Design rom_matrix_loader, sky130hd; sources not shown.
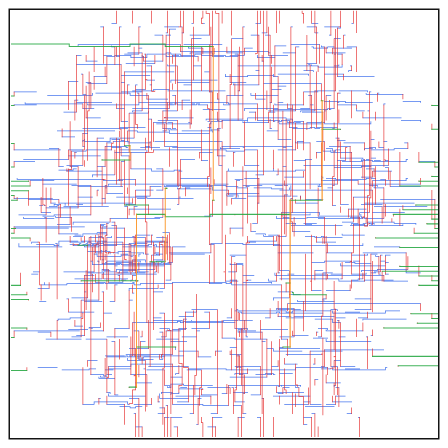
*Signal wires by layer*
[green] met3 | wire length: 431 µm
[red] met2 | wire length: 4350 µm
[orange] met4 | wire length: 190 µm
[blue] met1 | wire length: 4470 µm
Post-Route WL: 9440 µm
DR WL/cell: 16.2 µm
gr usage total: 0.141
Vias: 2706

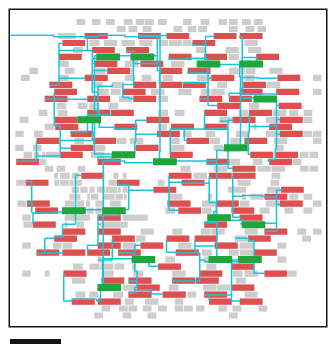
*Clock wires, drivers and flops*
Scale bar: 20 µm.
[green] cells driving clock nets | count: 17
[cyan] clock wires | length: 1630 µm
[red] flip-flops | count: 124
flops lie: spread over the die
routed clock nets: 18
P_clk: 0.00139 W
clk_lat worst skew: 410 ps

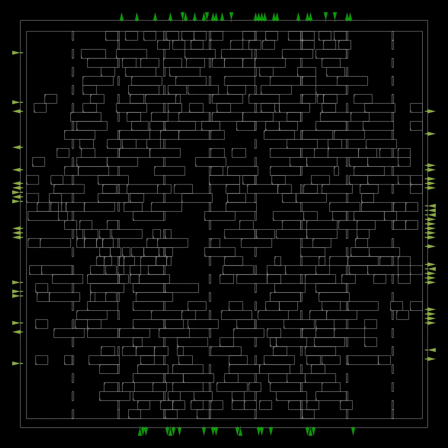
*Cell outlines without signal wires*
Row Count: 43
Final Non-Filler Cells: 581
sequential share of cell area: 0.468
Core Footprint: 0.0140 mm²

==> impl_metrics.tcl <==
# metrics dict for downstream scripts
set metrics [dict create \
    status "finished, final reports clean" \
    flop_cell "dfrtp_1" \
    power.density_mw_per_mm2 477 \
    holdBufCountCts 0 \
    power_switching_w 0.000716 \
    startpoint_type "flop" \
    syn2layout_area_growth_pct 31.6 \
    drive_above_1_share 0.382 \
    place.gp.congestion 0.763 \
    syn-num-nets 314 \
    vdd_drop_max_mv 0.268 \
    switching_share 0.226 \
    skew_ps 7.08 \
    final_core_util 0.474 \
    hold_class "in2async" \
    cp-end-kind "flop" \
    diodes 0 \
    clk_path_buf_depth 2 \
    cp_slowest_cell "and4_4" \
    top_cells_by_count "dfrtp_1 (124), mux2_2 (64), mux2_4 (50), buf_2 (7), buf_12 (6)" \
    power_leakage_nw 2.94 \
    path_max_fanout 44 \
    grt_max_degree 84 \
    ant_nets 0 \
    synthTopCellsByArea "dfrtp_1 (62%), mux2_4 (15%), mux2_2 (14%)" \
    holdWs_ps 476 \
    cts_resized 0 \
    cts_tree "built" \
    cts.htree.levels 4 \
    ys_area_mm2 0.00504 \
    antenna_found_initial 0 \
    finalHoldViolations 0 \
    ys_types 34 \
    p_int_w 0.00245 \
    die_w_um 123 \
    path_cells "xnor2_4 -> and4_4 -> buf_12 -> mux2_2" \
    grt_pass1_wl_um 15200 \
    viasPerCell 4.66 \
    synth_area_mm2 0.00504 \
    post-route-min-period_ps 2280 \
    overflow 0 \
    final-setup-viol-count 0 \
    max-cap-violations 0 \
]
==> metal layers <==
| metal | wire length [µm] | share of wire | track usage |
|---|---|---|---|
| met1 | 4470 | 0.47 | 0.187 |
| met2 | 4350 | 0.46 | 0.194 |
| met3 | 430 | 0.046 | 0.0447 |
| met4 | 189 | 0.020 | 0.0690 |
| met5 | 0 | 0 | - |
==> area by class of cell <==
cell class	instances	area (µm²)
flip-flops and latches	124	3100
clock inverters	7	62.6
clock buffers	25	495
well taps	180	225
inverters	3	13.8
repair buffers	94	976
fillers	1248	7350
multi-input cells	148	1760
==> cells in the final DEF, fill, tap and decap left out, drive strengths merged, types with 2 or more instances in the layout <==
master and count:
buf 4, and4 3, nand3 2, nand2 2, clkdlybuf4s50 90, nand4 3
clkinv 5, inv 3, clkbuf 25, mux2 114, a41oi 2, dfrtp 124
xnor2 3, nand2b 2, nor2b 2
==> power groups by stage <==
stage / Clock (W) / Sequential [W] / Combinational [W]
after global routing: 0.00150 / 0.00147 / 0.000353
after CTS: 0.00144 / 0.00145 / 0.000326
after floorplan: 0 / 0.00147 / 0.000196
final: 0.00139 / 0.00144 / 0.000323
after detailed placement: 0 / 0.00147 / 0.000325
after global placement: 0 / 0.00146 / 0.000316
==> metrics by stage <==
stage	cells	instance area (µm²)
after CTS	580	6610
after floorplan	291	5040
final	581	6630
after global placement	548	6050
after global routing	581	6630
after detailed placement	548	6050
==> logic make-up after synthesis <==
logic type / count (synthesis) / synth area share
AOI/OAI and AO/OA: 11 / 0.0171
and+or+nand+nor: 19 / 0.0290
muxes: 114 / 0.292
DFF: 124 / 0.616
xor gates and xnor gates: 4 / 0.0107
buffers and inverters: 19 / 0.0355
Power figures rest on the tool's default switching activity, not on a simulated workload.
